--- src/rtl/v3_2_sweep_pkg.sv ---
// v3_2_sweep_pkg: shared sweep-controller types and sizes
package v3_2_sweep_pkg;
  localparam int VEC_W = 4;
  localparam int N_VEC = 16;
  localparam int ERR_W = 5;
  typedef enum logic [1:0] {IDLE, SETTLE, SAMPLE, DONE} state_t;
endpackage

--- src/rtl/v3_2_settle_timer.sv ---
// v3_2_settle_timer: load/count-down timer; expires after SETTLE_CYCLES enabled cycles
// Ports: clk, rst; i_load reloads the count; i_en decrements; o_expire is high at zero.
module v3_2_settle_timer #(
  parameter int SETTLE_CYCLES = 2
) (
  input  logic clk,
  input  logic rst,
  input  logic i_load,
  input  logic i_en,
  output logic o_expire
);
  // Loaded one short so that o_expire is seen in the last settle cycle.
  localparam logic [3:0] LOAD = (SETTLE_CYCLES == 0) ? 4'd0 : 4'(SETTLE_CYCLES - 1);
  logic [3:0] r_cnt;
  always_ff @(posedge clk) begin
    if (rst) r_cnt <= '0;
    else if (i_load) r_cnt <= LOAD;
    else if (i_en && r_cnt != 4'd0) r_cnt <= r_cnt - 4'd1;
  end
  assign o_expire = r_cnt == 4'd0;
endmodule

--- src/rtl/v3_2_sweep_ctrl.sv ---
// v3_2_sweep_ctrl: sweeps all 16 {A,B,C,D} vectors into V3_2 and checks E/F against truth tables
// Ports: clk, rst (sync, high); start/abort control; vec_out drives V3_2; e_in/f_in sampled back;
// busy/done/pass/err_cnt/first_err_valid/first_err_idx report results.
// V3_2_SWEEP_CAPTURE_EN adds rd_idx/rd_data to read the captured {E,F} per vector.
module v3_2_sweep_ctrl
  import v3_2_sweep_pkg::*;
#(
  parameter int              SETTLE_CYCLES = 2,
  parameter logic [N_VEC-1:0] EXP_E        = 16'h0000,
  parameter logic [N_VEC-1:0] EXP_F        = 16'h0000
) (
  input  logic             clk,
  input  logic             rst,
  input  logic             start,
  input  logic             abort,
  input  logic             e_in,
  input  logic             f_in,
`ifdef V3_2_SWEEP_CAPTURE_EN
  input  logic [VEC_W-1:0] rd_idx,
  output logic [1:0]       rd_data,
`endif
  output logic [VEC_W-1:0] vec_out,
  output logic             busy,
  output logic             done,
  output logic             pass,
  output logic [ERR_W-1:0] err_cnt,
  output logic             first_err_valid,
  output logic [VEC_W-1:0] first_err_idx
);
  localparam state_t FIRST = (SETTLE_CYCLES == 0) ? SAMPLE : SETTLE;
  state_t r_state, w_next;
  logic w_go, w_mis, w_last, w_expire, w_load, w_abort;
  assign w_go    = r_state == IDLE && start && !abort;
  assign w_abort = busy && abort;
  assign w_mis   = (e_in != EXP_E[vec_out]) | (f_in != EXP_F[vec_out]);
  assign w_last  = vec_out == VEC_W'(N_VEC - 1);
  assign w_load  = w_go | (r_state == SAMPLE && !w_last && !abort);
  assign busy    = r_state == SETTLE || r_state == SAMPLE;
  assign done    = r_state == DONE;
  v3_2_settle_timer #(.SETTLE_CYCLES(SETTLE_CYCLES)) u_timer (
    .clk      (clk),
    .rst      (rst),
    .i_load   (w_load),
    .i_en     (r_state == SETTLE),
    .o_expire (w_expire)
  );
  always_ff @(posedge clk) begin
    if (rst) r_state <= IDLE;
    else r_state <= w_next;
  end
  always_comb begin
    w_next = r_state;
    unique case (r_state)
      IDLE:   w_next = w_go ? FIRST : IDLE;
      SETTLE: w_next = abort ? IDLE : w_expire ? SAMPLE : SETTLE;
      SAMPLE: w_next = abort ? IDLE : w_last ? DONE : FIRST;
      DONE:   w_next = IDLE;
    endcase
  end
  // An abort in the SAMPLE cycle discards that vector's result.
  always_ff @(posedge clk) begin
    if (rst || w_go) begin
      vec_out         <= '0;
      err_cnt         <= '0;
      first_err_valid <= 1'b0;
      first_err_idx   <= '0;
      pass            <= 1'b0;
    end else if (w_abort) begin
      vec_out <= '0;
      pass    <= 1'b0;
    end else if (r_state == SAMPLE) begin
      err_cnt <= err_cnt + ERR_W'(w_mis);
      if (w_mis && !first_err_valid) begin
        first_err_valid <= 1'b1;
        first_err_idx   <= vec_out;
      end
      vec_out <= w_last ? '0 : vec_out + VEC_W'(1);
      if (w_last) pass <= err_cnt == '0 && !w_mis;
    end
  end
`ifdef V3_2_SWEEP_CAPTURE_EN
  logic [1:0] r_cap [N_VEC];
  always_ff @(posedge clk) begin
    if (rst || w_go) r_cap <= '{default: '0};
    else if (r_state == SAMPLE && !abort) r_cap[vec_out] <= {e_in, f_in};
  end
  assign rd_data = r_cap[rd_idx];
`endif
endmodule

--- config.mk ---
export PLATFORM = sky130hd
export DESIGN_NAME = v3_2_sweep_ctrl
export DESIGN_NICKNAME = d
export VERILOG_FILES = /design/src/rtl/v3_2_sweep_pkg.sv /design/src/rtl/v3_2_settle_timer.sv /design/src/rtl/v3_2_sweep_ctrl.sv
export SDC_FILE = /design/constraint.sdc
export NUM_CORES = 1
export LEC_CHECK = 0
export CAP_MARGIN = 15
export CORE_MARGIN = 5
export CORE_UTILIZATION = 44
export DETAILED_ROUTE_END_ITERATION = 10
export PLACE_DENSITY = 0.75
export SETUP_SLACK_MARGIN = 0.02
export SYNTH_ARGS = -nofsm -noshare
export SYNTH_HDL_FRONTEND = slang
export SYNTH_HIERARCHICAL = 1
export SYNTH_SLANG_ARGS = --single-unit
export TNS_END_PERCENT = 5
--- constraint.sdc ---
create_clock -name clk -period 1.6 [get_ports clk]
set_input_delay 0.24 -clock clk [delete_from_list [all_inputs] [get_ports clk]]
set_output_delay 0.24 -clock clk [all_outputs]
set_load 0.01 [all_outputs]
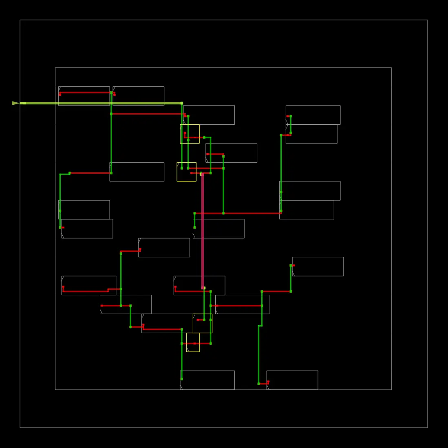
Figure 1: run 1, clock routing.
clk_skew: 2.74 ps
clk_lat worst skew: 310 ps
clock network power: 0.264 mW

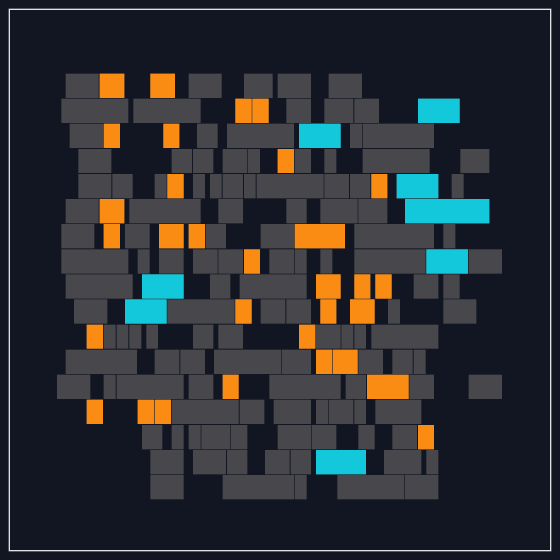
Figure 2: run 1, selected gate families.
adder and majority cells -> cyan  # cells 8, most used ha_1
inverting AOI/OAI gates -> orange  # cells 31, most used a21oi_1

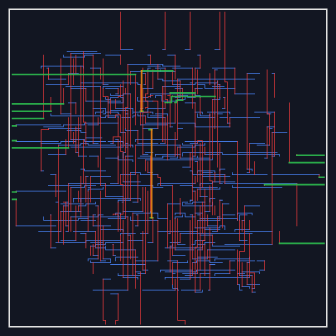
Figure 3: run 1, routed metal, one colour a layer.
met1 -> blue  # wire length 1140 um
met4 -> orange  # wire length 23.8 um
met3 -> green  # wire length 113 um
met2 -> red  # wire length 1300 um

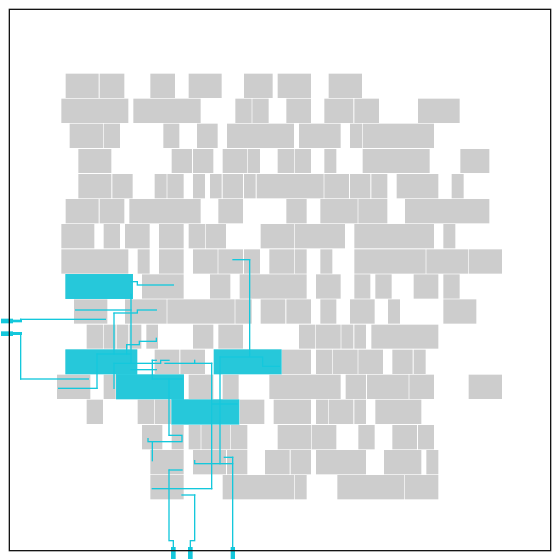
Figure 4: run 1, port wiring.
err_cnt -> cyan  # direction output, edge 3 bottom, 2 left, end cells 5, buffers 5, wire 191 um
number of port buffers: 22
Top Ports: 23

==> results.toml, run 1 <==
# physical design summary
[power]
share_comb_of_total_power_pct = 11.5
p_int_mw = 0.673
p_clk_share_pct = 29.4
sw_frac_of_total_pct = 25.0
pg_seq_mw = 0.530
p_switching_mw = 0.224
p_leak_nw = 0.560
vdd_drop_max_v = 0.000373

[run]
tool_warnings = 32
maxCapViolations = 0

[cts]
cts_setup_buffers = 0
postCtsHoldBufs = 0
cts.sinks = 21
path_clk_slew_ps = 120
ctsHtreeMaxLevel = 1
cts_resized = 12
cts_buffer_depth = 2

[final_layout]
num-nonclk-buffers = 39
logic_area_um2 = 608
fin_nets = 176
inverters_excl_clock = 8
logic_gates = 89
sh_comb_area_pct = 41.2
fillers = 195
area_dominant_class = "combinational gates"
syn_to_final_growth_pct = 42.4
seqCellArea_um2 = 432
flops = 21
lay_top_cells = "a21oi_1, clkdlybuf4s50_1, buf_4"
antennaDiodeCount = 0

[logic_synthesis]
yosysChipArea_um2 = 1040
yosys.cell_types.count = 31
ys_warn_count = 6
avgSynthCellArea_um2 = 8.63
edf_count = 0
ys_ff = 21
postSynthCellCount = 120
ys_seq_share_pct = 40.6

[critical_path]
setup.worst_path.class = "flop to flop"
r2r_cells = 5
crit_arrival_ps = 1870
path_cells = "inv_2 > ha_4 > or4b_4 > or3_1 > a211oi_2"
cp-startpoint = "r_state[1]"
startpoint_type = "flop"
cp_data_required_time_ps = 1840
rr_startpoint = "r_state[1]"
cp.buffers_inverters = 1
end_kind = "flop"
path_max_fanout = 2
crit_path_top_delay_cell = "or4b_4"
critPathMaxStageDelay_ps = 450

[final_timing]
tightestPinTransition_ps = 638
timing_hold_violations_final = 0
clock.fmax_ghz = 0.612
setup_viol = 1
period_used_pct = 102
rsz0062_at_grt = "true"
timing.hold.ws_ps = 480
setup_slack_ps = -33.7

[drt]
first_pass_iters = 4
drt-wirelength-per-cell_um = 13.6
met3_length_um = 112
top_layer = "met4"
ant_nets = 0
route.detailed.drc = 0
vias = 1036
dr_wl_met2_mm = 1.30
routed_wl_mm = 2.58
wl_met1_mm = 1.14

[grt]
use_met2_pct = 28.9
grt_pass1_vias = 1029
grt_max_degree = 13
gr-total-overflow = 0
top_usage_layer = "met2"
grtUsageTotal_pct = 15.9
grt_use_met1_pct = 18.9
antenna_found_initial = 0

[floorplanning]
fp_util_pct = 46.4
dieArea_um2 = 3430
die_y_um = 58.5
core_region_area_um2 = 2230
nWellTaps = 28

[hold_path]
min_path_type = "flop to flop"
holdPathStages = 2

[run_status]
status = "finished, violations left"
failed_checks = "setup timing"

[placement]
place_congestion = 0.756
dp.cells = 184
hpwl_mm = 1.94
## run 1: worst paths after layout
path | slack (ps) | end
setup / recovery | -30 | u_timer/r_cnt[3]
hold / removal | 480 | first_err_idx[0]
setup reg to reg | -30 | u_timer/r_cnt[3]
hold reg to reg | 480 | first_err_idx[0]
## run 1: sequential cells by signal (all words and copies together) (netlist names)
signal and flops:
r_state 2, first_err_valid 1, pass 1, u_timer/r_cnt 4
vec_out 4, first_err_idx 4, err_cnt 5
## run 1: cell usage after synthesis, drive strengths merged, types with 2 or more instances
master  number  area, um^2
nor2b        2        12.5
nand4        5        31.3
or3          4        25.0
a21oi       18        90.1
and3         2        15.0
or4          2        15.0
o31ai        4        30.0
nand2b       2        12.5
nand3b       3        22.5
dfxtp       21         420
nand2       15        56.3
o21ai        4        20.0
xor2         2        17.5
ha           8         100
inv          8        30.0
o21bai       2        15.0
nor2         5        21.3
a211oi       2        20.0
## run 1: per-stage QoR
stage / power (mW) / util, % / TNS (ps) / area, um^2
after floorplan: 0.586 / - / 0 / 1050
final: 0.897 / 66.1 / -33.7 / 1480
after global routing: 0.928 / 66.1 / -404 / 1480
after detailed placement: 0.639 / 63.4 / -649 / 1420
after CTS: 0.896 / 65.0 / -15.1 / 1450
after global placement: 0.636 / 63.4 / -382 / 1420
## run 1: logic make-up (layout without fill, tap and decap cells)
kind of cell / after synthesis / in the layout / synth area share, %
muxes: 1 / 1 / 0.966
adders and majority gates: 8 / 8 / 9.66
and+or+nand+nor: 46 / 46 / 24.8
xor gates and xnor gates: 2 / 2 / 1.69
AOI/OAI and AO/OA: 32 / 32 / 18.6
buffers and inverters: 10 / 51 / 3.74
DFF: 21 / 21 / 40.6
Figure 5. Routed clock nets over the placement (run 1).
The bar under the picture is 20 um long.
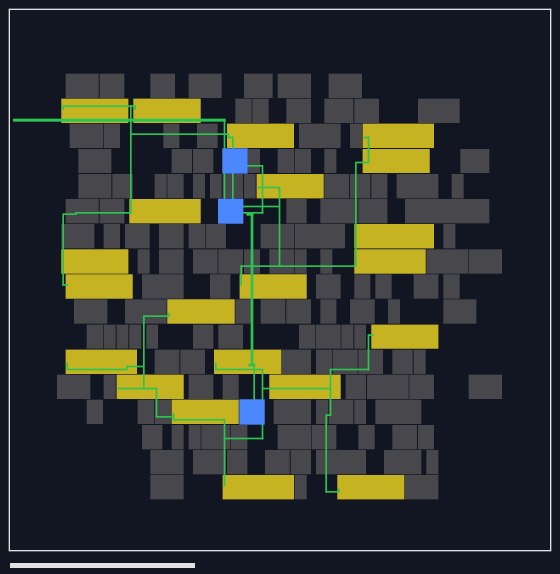

--- run 2 (diff from run 1) ---
- CAP_MARGIN: 15 -> 20
- GPL_TIMING_DRIVEN: default -> 0
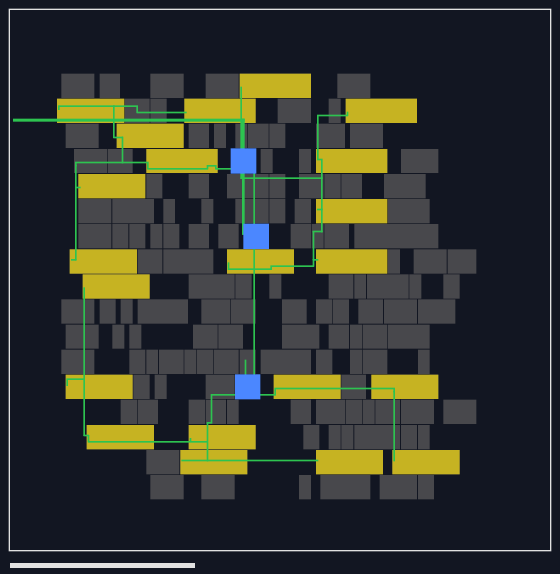
Figure 6: run 2, routed clock nets over the placement.
The bar under the picture is 20 um long.
flip-flops -> yellow  # count 21
clock wires -> green  # length 256 um
cells driving clock nets -> blue  # count 3
routed clock nets = 4

==> run 2 against run 1 <==
Net effect:
- the run still ends with setup timing left
- core utilization is 2.9 points lower
- cell count down 5.8%
- non-clock buffer count shrank 11
- sequential power hardly changed
- critical endpoint unchanged
- largest cell class unchanged
==> results.toml, run 2 <==
# physical design summary
[final_timing]
tightestPinTransition_ps = 482
setup_viol = 1
fin_skew_ps = 12.2
slew_headroom_pct = 67.9
period_used_pct = 104
timing.hold.ws_ps = 424
tns_ps = -61.1
rsz0062_at_grt = "true"
clock.fmax_ghz = 0.602
setup_slack_ps = -61.1
timing_hold_violations_final = 0

[drt]
drt-wirelength-per-cell_um = 13.7
routed_wl_mm = 2.45
route.detailed.drc = 0
viasPerCell = 5.54
ant_nets = 0
vias = 986
drt_iter0_markers = 24
first_pass_iters = 4

[final_layout]
regMostFlops = "err_cnt"
lay_top_cells = "clkdlybuf4s50_1, a21oi_1, nand2_1"
stdcell_area_um2 = 1410
logic_area_um2 = 633
antennaDiodeCount = 0
largest_reg_flops = 5
syn_to_final_growth_pct = 36.2
seqCellArea_um2 = 429
utilization_pct = 63.2
fillers = 206
fin_nets = 165

[placement]
dpl-instance-area_um2 = 1290
portBuffers = 21
dp.cells = 169
place_congestion = 0.760
hpwl_mm = 1.73

[critical_path]
cp.buffers_inverters = 1
cp_data_required_time_ps = 1820
critPathMaxStageDelay_ps = 460
setup.worst_path.class = "flop to flop"
end_kind = "flop"
path_cells = "buf_6 > ha_4 > or4b_4 > or3_4 > a211oi_2"
r2r_cells = 5
crit_path_top_delay_cell = "or4b_4"
path_max_fanout = 5
startpoint_type = "flop"

[floorplanning]
fp_util_pct = 46.4
core_region_area_um2 = 2230
die_y_um = 58.5
dieArea_um2 = 3430
io_pins = 23

[grt]
antenna_found_initial = 0
grt_pass1_vias = 968
gr-total-overflow = 0
grt_max_degree = 13
grtUsageTotal_pct = 15.1

[logic_synthesis]
yosysChipArea_um2 = 1040
common_cells = "dfxtp_1, a21oi_1, nand2_1, ha_1, inv_1"
synthMostInstantiatedCell = "dfxtp_1"
yosys.area.top_type = "dfxtp_1"
yosys.cell_types.count = 31
ys_seq_share_pct = 40.6
area_leaders = "dfxtp_1, ha_1, a21oi_1"
edf_count = 0
top_area_share_pct = 40.6
async_reset_ff_share_pct = 0
avgSynthCellArea_um2 = 8.63
ys_ff = 21
ys_warn_count = 6

[power]
p_int_mw = 0.661
vdd_drop_max_v = 0.000496
p_switching_mw = 0.216
p_clk_share_pct = 29.3
p_leak_nw = 0.497
share_comb_of_total_power_pct = 10.3
sw_frac_of_total_pct = 24.7
power_mw = 0.878

[cts]
cts_buffer_depth = 2
path_clk_slew_ps = 130
cts.sinks = 21
ctsHtreeMaxLevel = 1
insertion_delay_ps = 310

[hold_path]
min_path_type = "primary input to flop"
holdPathStages = 2

[run]
maxCapViolations = 0
tool_warnings = 32

[run_status]
status = "finished, violations left"
failed_checks = "setup timing"
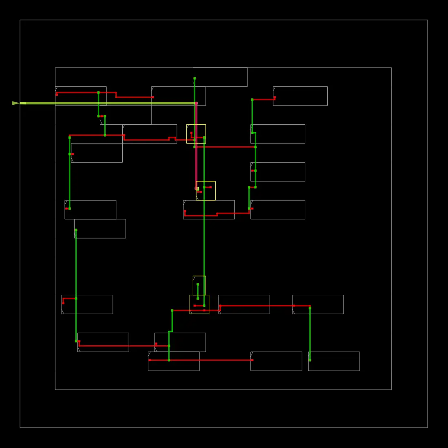
Figure 7: run 2, clock routing.
TritonCTS buffer count: 3
registers: 21

-- run 2: cells by family (layout without fill, tap and decap cells) --
logic type / Yosys count / in the layout / share of synthesized area [%]
AOI/OAI and AO/OA: 32 / 32 / 18.6
xor gates and xnor gates: 2 / 2 / 1.69
DFF: 21 / 21 / 40.6
adders and majority gates: 8 / 8 / 9.66
muxes: 1 / 1 / 0.966
and+or+nand+nor: 46 / 46 / 24.8
buffers and inverters: 10 / 40 / 3.74
-- run 2: layout make-up --
cell class | count | share of cell area [%]
plain buffers | 2 | 0.798
repair buffers | 26 | 17.4
inverters | 8 | 2.13
multi-input cells | 89 | 44.9
clock inverters | 1 | 0.355
flip-flops and latches | 21 | 30.4
well taps | 28 | 2.48
clock buffers | 3 | 1.60
-- run 2: routing by layer --
layer | vias up | global-route usage (%) | share of wire (%)
li1 | 494 | - | -
met5 | - | 0 | 0
met2 | 22 | 26.6 | 52
met3 | 2 | 2.85 | 4.9
met4 | 0 | 6.29 | 0.49
met1 | 468 | 17.6 | 43
-- run 2: repair_timing --
| item | in CTS | in global routing |
|---|---|---|
| endpoints found under the setup margin | 17 | 23 |
| buffers inserted | 1 | 4 |
| cloned | 0 | 0 |
| pin swaps | 1 | 4 |
| hold buffers | 0 | 0 |
| gates resized | 12 | 18 |
-- run 2: power groups by stage --
stage	clock network (mW)	logic [mW]	registers [mW]
global route	0.290	0.101	0.531
finish	0.257	0.0904	0.530
floorplan	0	0.0447	0.541
detailed placement	0	0.0723	0.542
CTS	0.265	0.0778	0.530
global placement	0	0.0691	0.542
-- run 2: worst paths after layout --
kind	slack (ps)	startpoint	endpoint
setup / recovery	-60	r_state[0]	u_timer/r_cnt[3]
hold reg to reg	480	pass	pass
setup reg to reg	-60	r_state[0]	u_timer/r_cnt[3]
hold / removal	420	abort	r_state[0]
Power is estimated from default activity; no workload was simulated.
